File: config.mk
export PLATFORM = sky130hd
export DESIGN_NAME = est_stream_buf
export DESIGN_NICKNAME = d
export VERILOG_FILES = /design/src/rtl/est_stream_buf.sv
export SDC_FILE = /design/constraint.sdc
export NUM_CORES = 1
export LEC_CHECK = 0
export ABC_AREA = 0
export CAP_MARGIN = 20
export CORE_ASPECT_RATIO = 1.75
export CORE_MARGIN = 3
export CORE_UTILIZATION = 38
export CTS_CLUSTER_SIZE = 24
export DETAILED_ROUTE_END_ITERATION = 10
export PLACE_DENSITY = 0.54
export SYNTH_ARGS = -nofsm -noshare
export SYNTH_HDL_FRONTEND = slang
export SYNTH_SLANG_ARGS = --single-unit
export TNS_END_PERCENT = 30
File: constraint.sdc
create_clock -name clk -period 12.3 [get_ports clk]
set_input_delay 2.46 -clock clk [delete_from_list [all_inputs] [get_ports clk]]
set_output_delay 2.46 -clock clk [all_outputs]
set_load 0.05 [all_outputs]
File: src/rtl/est_stream_buf.sv
// ============================================================================
// Module   : est_stream_buf
// Brief    : Tags readout estimates and reservoir inputs with a wrapping sample
//            index and buffers them in a DEPTH-record FIFO for a valid/ready
//            consumer, with drop accounting. Define ESN_ERR_ACCUM_EN to add a
//            saturating |est - target| accumulator on err_acc.
// Revision : 1.0 - initial release
// ============================================================================
`default_nettype none

module est_stream_buf #(
  parameter int DEPTH = 16,
  parameter int IDX_W = 16
) (
  input  logic                     clk,
  input  logic                     rst,
  input  logic                     in_valid,
  input  logic [31:0]              in_est,
  input  logic [15:0]              in_u,
  input  logic [31:0]              in_target,
  output logic                     out_valid,
  input  logic                     out_ready,
  output logic [IDX_W+47:0]        out_data,
  output logic [$clog2(DEPTH):0]   level,
  output logic                     overflow,
  output logic [15:0]              drop_cnt,
  output logic [47:0]              err_acc,
  input  logic                     clr_stats
);

  localparam int PTR_W = $clog2(DEPTH);
  localparam int LVL_W = PTR_W + 1;
  localparam int REC_W = IDX_W + 48;
  localparam logic [LVL_W-1:0] C_DEPTH = LVL_W'(DEPTH);
  localparam logic [LVL_W-1:0] C_ONE   = LVL_W'(1);

  typedef enum logic [1:0] {
    ST_EMPTY  = 2'd0,
    ST_ACTIVE = 2'd1,
    ST_FULL   = 2'd2
  } state_t;

  state_t             r_state;
  logic [IDX_W-1:0]   r_idx;
  logic [PTR_W-1:0]   r_wr_ptr;
  logic [PTR_W-1:0]   r_rd_ptr;
  logic [LVL_W-1:0]   r_level;
  logic               r_out_valid;
  logic [REC_W-1:0]   r_out_data;
  logic               r_overflow;
  logic [15:0]        r_drop_cnt;

  // Sized to the pointer range so natural wrap is safe; with the output
  // register holding one record, at most DEPTH-1 slots are ever occupied.
  logic [REC_W-1:0]   r_mem [DEPTH];

  logic               w_pop;
  logic               w_space;
  logic               w_push;
  logic               w_drop;
  logic [REC_W-1:0]   w_rec;
  logic [LVL_W-1:0]   w_ram_cnt;
  logic               w_ram_nonempty;
  logic               w_out_free;
  logic               w_ram_rd;
  logic               w_ram_wr;
  logic [LVL_W-1:0]   w_level_nxt;

  always_comb begin
    w_pop          = r_out_valid & out_ready;
    w_space        = (r_state != ST_FULL) | w_pop;
    w_push         = in_valid & w_space;
    w_drop         = in_valid & ~w_space;
    w_rec          = {r_idx, in_u, in_est};
    w_ram_cnt      = r_level - LVL_W'(r_out_valid);
    w_ram_nonempty = (w_ram_cnt != '0);
    w_out_free     = ~r_out_valid | w_pop;
    w_ram_rd       = w_out_free & w_ram_nonempty;
    // A push bypasses the RAM only when the output register frees up and
    // nothing older is waiting behind it.
    w_ram_wr       = w_push & ~(w_out_free & ~w_ram_nonempty);
    w_level_nxt    = r_level;
    case ({w_push, w_pop})
      2'b10:   w_level_nxt = r_level + C_ONE;
      2'b01:   w_level_nxt = r_level - C_ONE;
      default: w_level_nxt = r_level;
    endcase
  end

  always_ff @(posedge clk) begin
    if (w_ram_wr && !rst) begin
      r_mem[r_wr_ptr] <= w_rec;
    end
  end

  always_ff @(posedge clk) begin
    if (rst) begin
      r_state     <= ST_EMPTY;
      r_idx       <= '0;
      r_wr_ptr    <= '0;
      r_rd_ptr    <= '0;
      r_level     <= '0;
      r_out_valid <= 1'b0;
      r_out_data  <= '0;
    end else begin
      if (in_valid) begin
        r_idx <= r_idx + IDX_W'(1);
      end

      if (w_ram_rd) begin
        r_out_data  <= r_mem[r_rd_ptr];
        r_out_valid <= 1'b1;
        r_rd_ptr    <= r_rd_ptr + PTR_W'(1);
      end else if (w_out_free) begin
        if (w_push) begin
          r_out_data  <= w_rec;
          r_out_valid <= 1'b1;
        end else begin
          r_out_valid <= 1'b0;
        end
      end

      if (w_ram_wr) begin
        r_wr_ptr <= r_wr_ptr + PTR_W'(1);
      end

      r_level <= w_level_nxt;
      if (w_level_nxt == '0) begin
        r_state <= ST_EMPTY;
      end else if (w_level_nxt == C_DEPTH) begin
        r_state <= ST_FULL;
      end else begin
        r_state <= ST_ACTIVE;
      end
    end
  end

  always_ff @(posedge clk) begin
    if (rst || clr_stats) begin
      r_overflow <= 1'b0;
      r_drop_cnt <= '0;
    end else if (w_drop) begin
      r_overflow <= 1'b1;
      if (r_drop_cnt != 16'hFFFF) begin
        r_drop_cnt <= r_drop_cnt + 16'd1;
      end
    end
  end

`ifdef ESN_ERR_ACCUM_EN
  logic [47:0]        r_err_acc;
  logic signed [32:0] w_diff;
  logic [32:0]        w_mag;
  logic [48:0]        w_sum;

  always_comb begin
    // Sign-extend to 33 bits so the difference of any two 32-bit values fits.
    w_diff = $signed({in_est[31], in_est}) - $signed({in_target[31], in_target});
    w_mag  = w_diff[32] ? 33'(-w_diff) : 33'(w_diff);
    w_sum  = {1'b0, r_err_acc} + 49'(w_mag);
  end

  always_ff @(posedge clk) begin
    if (rst || clr_stats) begin
      r_err_acc <= '0;
    end else if (in_valid) begin
      r_err_acc <= w_sum[48] ? {48{1'b1}} : w_sum[47:0];
    end
  end

  assign err_acc = r_err_acc;
`else
  logic w_unused_target;
  assign w_unused_target = ^in_target;
  assign err_acc         = '0;
`endif

  assign out_valid = r_out_valid;
  assign out_data  = r_out_data;
  assign level     = r_level;
  assign overflow  = r_overflow;
  assign drop_cnt  = r_drop_cnt;

endmodule

`default_nettype wire

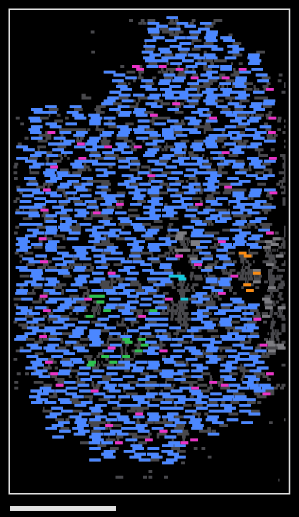
**Above:** run 1 (register map, names as in the netlist).
Bar = 100 um.
green -> r_idx  # placed flops 16
cyan -> r_wr_ptr  # placed flops 4, where middle
magenta -> out_data  # placed flops 64, where spread over the die
blue -> r_mem  # placed flops 1024, where spread over the die
orange -> level  # placed flops 5, where right middle
not colored = 28
sequential power: 0.00449 W
Finished Core Util: 43.9%
Storage cell area: 0.0331 sq mm

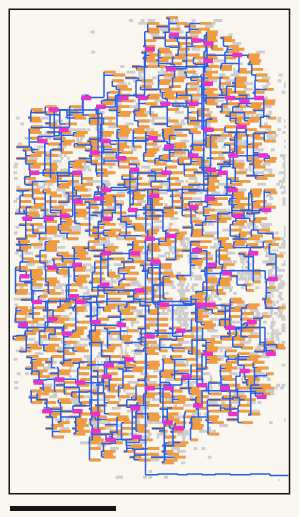
**Above:** run 1 (clock distribution).
Bar = 100 um.
magenta -> clock drivers  # count 106
blue -> clock wires  # length 13400 um
orange -> flip-flops  # count 1141
routed clock nets = 107
flops lie = spread over the die

==> ci_impl_report.md, run 1 <==
## Synthesis and layout report

| Metric | Value |
|---|---|
| Worst setup path startpoint | `out_ready` |
| Layout cells sized above 1 | `23.7%` |
| Die span in y | `about 460 um` |
| GRT Total Usage | `between 15 and 20%` |
| Routed wl met3 | `approximately 4600 um` |
| Slowest-stage cell, CP | `nor2_4` |
| Chip area | `between 0.1 and 0.15 sq mm` |
| First-pass GRT wire length | `around 160000 um` |
| CTS tree | `built` |
| DRT met1 WL | `approximately 43000 um` |
| Most used routing layer | `met2` |
| Sw Ratio | `a little over a quarter` |
| Crit end category | `flip-flop` |
| Simple Share, Synth | `2.68%` |
| Hold Startpoint | `overflow$_SDFFE_PP0P_` |
| Slew Viols, Final | `0` |
| DRT Wirelength | `107000 um` |
| # clock sinks | `1141` |
| Synth Seq Share | `between 70% and 80%` |
| Switching power | `approximately 0.0026 W` |
| Synth flops | `between 1000 and 1500` |
| Clk_skew | `33.8 ps` |
| Synthesis-to-finish area growth | `14.7%` |
| Top cells, area | `edfxtp_1, mux4_2, dfxtp_1` |
| Fmax | `about 160 MHz` |
| Crit path launch type | `primary input` |
| Minimum clock period | `6090 ps` |
| Worst-path cell chain | `clkdlybuf4s50_1 -> nor2b_1 -> and3b_1 -> nor3_1 -> nand2_1 -> nor2_4 -> buf_4` |
| CP max stage delay | `approximately 890 ps` |
| AO/OA Area Share | `under 10%` |
| # Taps | `1503` |
| Comb pwr share | `between 15 and 20%` |
| Tool Warnings | `71` |
| Synth cell types | `roughly 57` |
| Number of enable flip-flop cells | `just over 1000` |
| Logic area | `~0.010 sq mm` |
| Met3 Use GR | `between 2 and 3%` |
| Nets | `2390` |
| Comb_multi_in | `859` |
| Most numerous cell in the Yosys netlist | `edfxtp_1` |
| Largest net degree at the start of global routing | `154` |
| Status | `completed` |
| Cell Int Power | `between 0.006 and 0.007 W` |
| Synth Area in XOR/XNOR | `less than 1%` |
| Most frequent logic cells in the routed design | `edfxtp_1, mux4_2, clkdlybuf4s50_1, dfxtp_1, clkbuf_16` |
| Die X | `~260 um` |
| Clk latency late pin | `between 700 and 800 ps` |
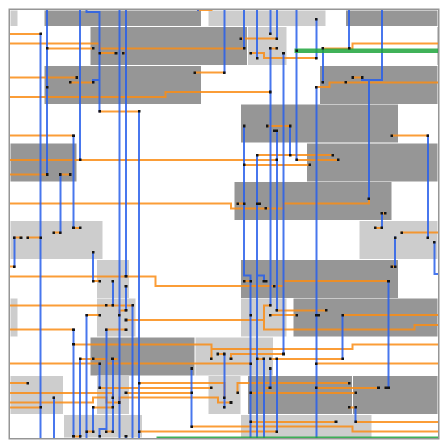
**Above:** run 1 (a small window of the routed layout).
Region (183, 99) to (213, 129) um. Cells in gray, sequential cells in the stronger gray; small squares are vias.
orange -> metal 1
blue -> metal 2
green -> metal 3
cells with their middle in the window = 22
sequential cells in the window = 11
netlist names of flops here include = r_mem (9), out_data (2)
most frequent = edfxtp_1 (9)

run 1: power groups by stage:
stage	clock, W	sequential, W	combinational (W)
2_1_floorplan	0	0.00470	0.00120
3_3_place_gp	0	0.00458	0.00179
3_5_place_dp	0	0.00458	0.00182
4_1_cts	0.00340	0.00450	0.00182
5_1_grt	0.00355	0.00451	0.00191
6_report	0.00332	0.00449	0.00178
run 1: stage by stage:
step	hold WS [ps]	setup slack (ps)	power, W	util [%]	std cells
after floorplan	485	3880	0.00590	-	2177
after global placement	488	5450	0.00637	40.8	3688
after detailed placement	497	5370	0.00640	40.8	3690
after CTS	506	6070	0.00972	43.9	3891
after global routing	538	5970	0.00997	43.9	3893
final	502	6210	0.00958	43.9	3894
**Run 1: the clock network**

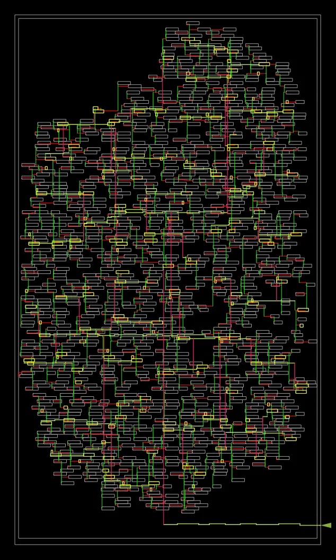

==> run 2, diff against run 1 <==
==> constraint.sdc (replaced) <==
create_clock -name clk -period 6.11 [get_ports clk]
set_input_delay 1.222 -clock clk [delete_from_list [all_inputs] [get_ports clk]]
set_output_delay 1.222 -clock clk [all_outputs]
set_load 0.05 [all_outputs]
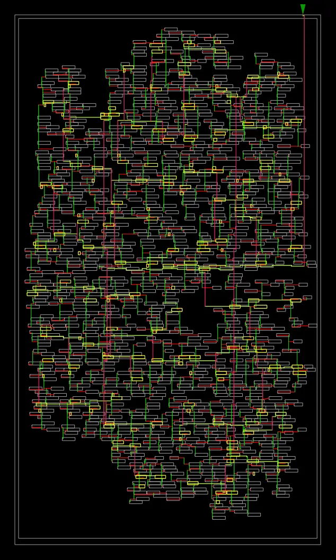
**Above:** run 2 (the clock network).
FFs & Latches: 1141
clk_skew: 36.8 ps
Clock buffer cells: 124

==> ci_impl_report.md, run 2 <==
## Synthesis and layout report

| Metric | Value |
|---|---|
| Slew Viols, Final | `0 (unchanged)` |
| Synth flops | `1141 (unchanged)` |
| Finished Core Util | `44.3% (+0.43 points)` |
| Crit end category | `flip-flop` |
| Slowest-stage cell, CP | `nor2_4` |
| Storage cell area | `0.0331 sq mm (unchanged)` |
| Number of enable flip-flop cells | `1024 (unchanged)` |
| Tool Warnings | `69 (-2.8%)` |
| Synth Area in XOR/XNOR | `0.713% (unchanged)` |
| Layout cells sized above 1 | `24.5% (+0.86 points)` |
| Die span in y | `457 um (unchanged)` |
| DRT Wirelength | `107000 um (-0.13%)` |
| Final hold slack | `516 ps (+13.8 ps)` |
| Clk latency late pin | `710 ps (about the same)` |
| Worst-path cell chain | `clkdlybuf4s50_1 -> nor2b_1 -> and3b_1 -> nor3_1 -> nand2_1 -> nor2_4 -> buf_12` |
| Status | `completed` |
| Largest net degree at the start of global routing | `116 (-25%)` |
| # clock sinks | `1141 (unchanged)` |
| Die X | `264 um (unchanged)` |
| Pwr Total | `0.0197 W (+110%)` |
| Fin cells | `3913 (+0.49%)` |
| CP max stage delay | `800 ps (-90 ps)` |
| Nets | `2409 (+0.79%)` |
| AO/OA Area Share | `4.55% (unchanged)` |
| Synth Seq Share | `74.8% (unchanged)` |
| # Taps | `1503 (unchanged)` |
| Comb_multi_in | `859 (unchanged)` |
| GRT Total Usage | `17.7% (+0.018 points)` |
| CTS tree | `built` |
| Chip area | `0.121 sq mm (unchanged)` |
| Most numerous cell in the Yosys netlist | `edfxtp_1` |
| Top cells, area | `edfxtp_1, mux4_2, dfxtp_1` |
| Dpl cells | `3711 (+0.57%)` |
-- run 2: cell types whose count changed in the layout (fill, tap and decap cells not counted), sizes merged --
cell	before	now
buf	45	65
bufinv	9	18
clkbuf	136	124
clkinv	48	43
clkinvlp	3	11
diode	2	3
inv	10	8
-- run 2: per-layer routing --
layer | global-route usage [%] | up-vias | part of all wire [%]
li1 | - | 9164 | -
met3 | 2.36 | 133 | 4.0
met5 | 0 | - | 0.023
met1 | 22.1 | 11600 | 41
met4 | 5.35 | 4 | 2.2
met2 | 31.9 | 534 | 53
-- run 2: where the power goes --
part / switching (W) / internal (W)
combinational: 0.00206 / 0.00159
clock: 0.00294 / 0.00407
sequential: 0.000307 / 0.00872
total: 0.00530 / 0.0144
Power and IR drop assume default switching activity.
